## config.mk

```make
export PLATFORM = sky130hd
export DESIGN_NAME = cursor_smooth_sched
export DESIGN_NICKNAME = d
export VERILOG_FILES = /design/src/rtl/cursor_sched_pkg.sv /design/src/rtl/cursor_rr_arbiter.sv /design/src/rtl/cursor_smooth_sched.sv
export SDC_FILE = /design/constraint.sdc
export NUM_CORES = 1
export LEC_CHECK = 0
export CAP_MARGIN = 5
export CORE_UTILIZATION = 60
export DETAILED_ROUTE_END_ITERATION = 10
export PLACE_DENSITY = 0.82
export SETUP_SLACK_MARGIN = 0.5
export SYNTH_ARGS = -nofsm -noshare
export SYNTH_HDL_FRONTEND = slang
export SYNTH_SLANG_ARGS = --single-unit
```

## constraint.sdc

```tcl
create_clock -name clk -period 14.1 [get_ports clk]
set_input_delay 2.82 -clock clk [delete_from_list [all_inputs] [get_ports clk]]
set_output_delay 2.82 -clock clk [all_outputs]
set_load 0.01 [all_outputs]
```

## src/rtl/cursor_sched_pkg.sv

```systemverilog
// cursor_sched_pkg: shared types and constants for the cursor smoothing scheduler
package cursor_sched_pkg;
  typedef enum logic [1:0] {IDLE, MUL_X, MUL_Y, DONE} state_t;
  localparam int Q8_SHIFT = 8;
  localparam int COORD_W = 16;
  localparam int ACC_W = 32;
  localparam logic signed [COORD_W-1:0] ALPHA_DEFAULT = 16'sd51;
endpackage

```

## src/rtl/cursor_rr_arbiter.sv

```systemverilog
// cursor_rr_arbiter: picks the first requester strictly after last_i, searching cyclically
module cursor_rr_arbiter #(
  parameter int N_CH = 4,
  localparam int IW = $clog2(N_CH)
) (
  input  logic [N_CH-1:0] req_i,
  input  logic [IW-1:0]   last_i,
  output logic [N_CH-1:0] gnt_o,
  output logic [IW-1:0]   idx_o,
  output logic            any_o
);
  always_comb begin
    any_o = |req_i;
    idx_o = '0;
    for (int k = N_CH; k >= 1; k--)
      if (req_i[(int'(last_i) + k) % N_CH]) idx_o = IW'((int'(last_i) + k) % N_CH);
    gnt_o = N_CH'(any_o) << idx_o;
  end
endmodule

```

## src/rtl/cursor_smooth_sched.sv

```systemverilog
// cursor_smooth_sched: round-robin scheduled per-channel IIR cursor smoothing on one shared multiplier
module cursor_smooth_sched
  import cursor_sched_pkg::*;
#(
  parameter int N_CH = 4,
  parameter logic signed [COORD_W-1:0] ALPHA_RESET = ALPHA_DEFAULT,
  localparam int IW = $clog2(N_CH)
) (
  input  logic                      clk,
  input  logic                      rst,
  input  logic [N_CH-1:0]           in_valid,
  output logic [N_CH-1:0]           in_ready,
  input  logic [COORD_W*N_CH-1:0]   in_x,
  input  logic [COORD_W*N_CH-1:0]   in_y,
  input  logic                      cfg_alpha_we,
  input  logic [COORD_W-1:0]        cfg_alpha,
  input  logic [N_CH-1:0]           ch_clear,
  output logic                      out_valid,
  output logic [IW-1:0]             out_ch,
  output logic [COORD_W-1:0]        out_x,
  output logic [COORD_W-1:0]        out_y
);
  state_t state_q, state_d;
  logic [IW-1:0] last_q, g_q, gi;
  logic [N_CH-1:0] gnt;
  logic any, cancel_q, cancel;
  logic signed [COORD_W-1:0] sx_mem_q [N_CH];
  logic signed [COORD_W-1:0] sy_mem_q [N_CH];
  logic signed [COORD_W-1:0] rx_q, ry_q, sx_q, sy_q, wx_q, wy_q;
  logic signed [COORD_W-1:0] alpha_shadow_q, alpha_act_q, r_op, s_op, w;
  logic signed [ACC_W-1:0] diff, prod;

  cursor_rr_arbiter #(.N_CH(N_CH)) u_arb (
    .req_i(in_valid), .last_i(last_q), .gnt_o(gnt), .idx_o(gi), .any_o(any)
  );

  assign in_ready = state_q == IDLE ? gnt : '0;
  assign cancel = cancel_q | ch_clear[g_q];

  always_comb begin
    state_d = state_q == IDLE ? (any ? MUL_X : IDLE) :
              state_q == MUL_X ? MUL_Y :
              state_q == MUL_Y ? DONE : IDLE;
  end

  // The single multiplier serves x in MUL_X and y in MUL_Y.
  always_comb begin
    r_op = state_q == MUL_X ? rx_q : ry_q;
    s_op = state_q == MUL_X ? sx_q : sy_q;
    diff = ACC_W'(r_op) - ACC_W'(s_op);
    prod = diff * ACC_W'(alpha_act_q);
    w = COORD_W'(ACC_W'(s_op) + (prod >>> Q8_SHIFT));
  end

  always_ff @(posedge clk) begin
    if (rst) begin
      state_q <= IDLE;
      last_q <= IW'(N_CH - 1);
      alpha_shadow_q <= ALPHA_RESET;
      alpha_act_q <= ALPHA_RESET;
      cancel_q <= 1'b0;
      out_valid <= 1'b0;
      out_ch <= '0;
      out_x <= '0;
      out_y <= '0;
      for (int i = 0; i < N_CH; i++) begin
        sx_mem_q[i] <= '0;
        sy_mem_q[i] <= '0;
      end
    end else begin
      state_q <= state_d;
      out_valid <= state_q == DONE;
      if (cfg_alpha_we) alpha_shadow_q <= cfg_alpha;
      if (state_q == IDLE && any) begin
        g_q <= gi;
        rx_q <= in_x[COORD_W*gi +: COORD_W];
        ry_q <= in_y[COORD_W*gi +: COORD_W];
        sx_q <= sx_mem_q[gi];
        sy_q <= sy_mem_q[gi];
        alpha_act_q <= alpha_shadow_q;
        cancel_q <= ch_clear[gi];
      end
      if (state_q == MUL_X) begin
        wx_q <= w;
        cancel_q <= cancel;
      end
      if (state_q == MUL_Y) begin
        wy_q <= w;
        cancel_q <= cancel;
      end
      if (state_q == DONE) begin
        out_ch <= g_q;
        out_x <= cancel ? '0 : wx_q;
        out_y <= cancel ? '0 : wy_q;
        last_q <= g_q;
        if (!cancel) begin
          sx_mem_q[g_q] <= wx_q;
          sy_mem_q[g_q] <= wy_q;
        end
      end
      // Placed after the writeback so a same-edge clear wins.
      for (int i = 0; i < N_CH; i++)
        if (ch_clear[i]) begin
          sx_mem_q[i] <= '0;
          sy_mem_q[i] <= '0;
        end
    end
  end
endmodule

```

==> results.md <==
| Metric | Value | Unit |
| --- | --- | --- |
| Pins Over Slew Limit | 0 | - |
| Shortest clock period the worst path allows after layout | 10970 | ps |
| Run status | complete, no violations | - |
| Post-synthesis cell area | 22000 | µm² |
| Required @ worst endpoint | 14380 | ps |
| Fraction of area in registers | 0.324 | - |
| Placer's final routability congestion estimate | 0.894 | - |
| Total Negative Setup Slacks | 0 | ps |
| Fraction of the yosys area taken by sequential cells | 0.374 | - |
| Worst-path cell with the longest stage delay | nand3b_1 | - |
| Most numerous cell in the Yosys netlist | nand2_1 | - |
| Ranking of synthesized cells by instance count | nand2_1 (431), inv_1 (291), edfxtp_1 (226) | - |
| Minimum hold slack | 461 | ps |
| Routed length on met1 | 22.7 | mm |
| Cell count after synthesis | 2266 | - |
| Non-clock inverters | 293 | - |
| Number of remaining DRC errors | 0 | - |
| First-pass GRT wire length | 91.0 | mm |
| Complex Gates by Area | 0.0631 | - |
| Number of vias after detailed routing | 16.6k | - |
| Synth Area in Simple Gates | 0.209 | - |
| Tapcells inserted | 461 | - |
| Clock Latency Late Sink | 570 | ps |
| Registers | 298 | - |
### PDN straps and rails

Bar = 50 µm. Pins as bars on the die edge. Tap cells in gray.
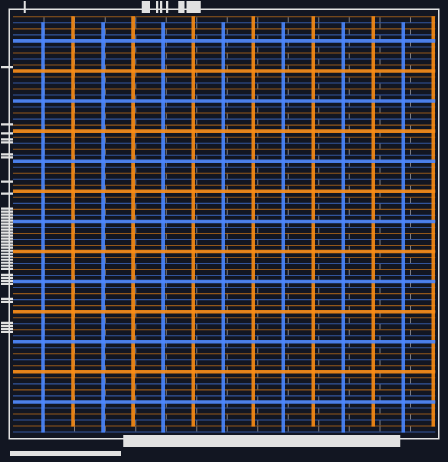
legend:
  VDD:
    color: orange
  VSS:
    color: blue
met1 rails: 70
rows: 69

### Cells colored by class

Bar = 50 µm.
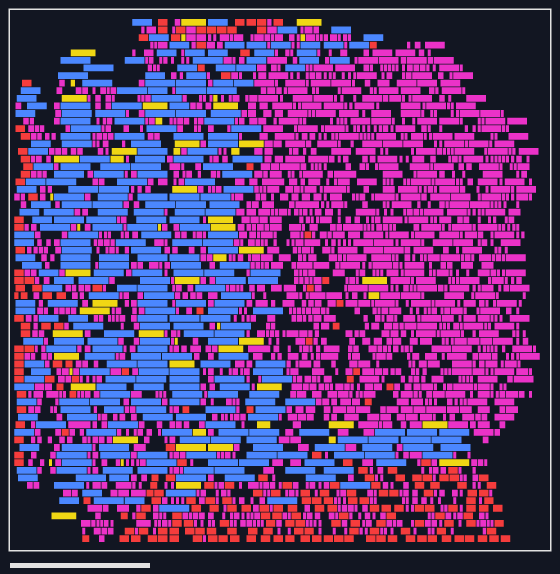
legend:
  clock drivers and dummy loads:
    color: yellow
    cells: 56
    share_of_their_area: 4.2%
  remaining logic cells:
    color: magenta
    cells: 1853
    share_of_their_area: 54%
  registers:
    color: blue
    cells: 298
    share_of_their_area: 33%
  remaining buffers and delay cells:
    color: red
    cells: 222
    share_of_their_area: 8.6%

### Routed clock nets over the placement

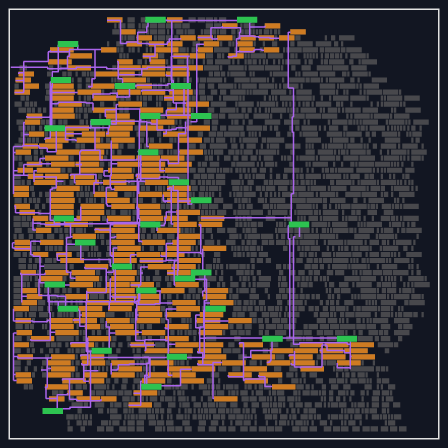
legend:
  clock-net drivers:
    color: green
    count: 30
  flip-flops:
    color: orange
    count: 298
  clock wires:
    color: purple
    length: 3530 µm
routed clock nets: 31

### Metal layers overlaid

Bar = 50 µm. Only two layers are drawn.
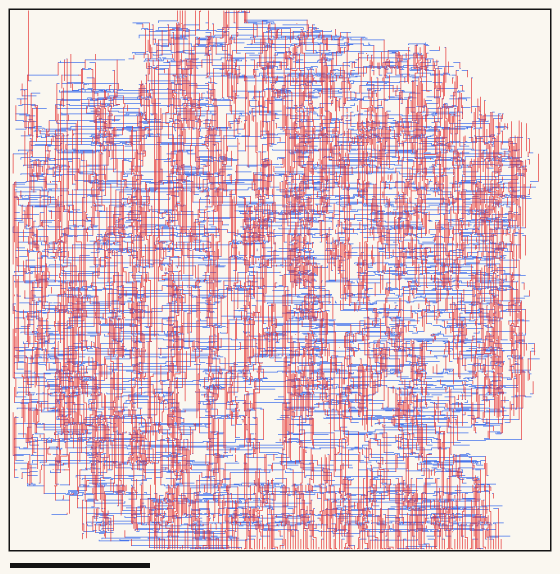
legend:
  M2:
    color: red
    wire_length: 28.0 mm
  M1:
    color: blue
    wire_length: 22.7 mm

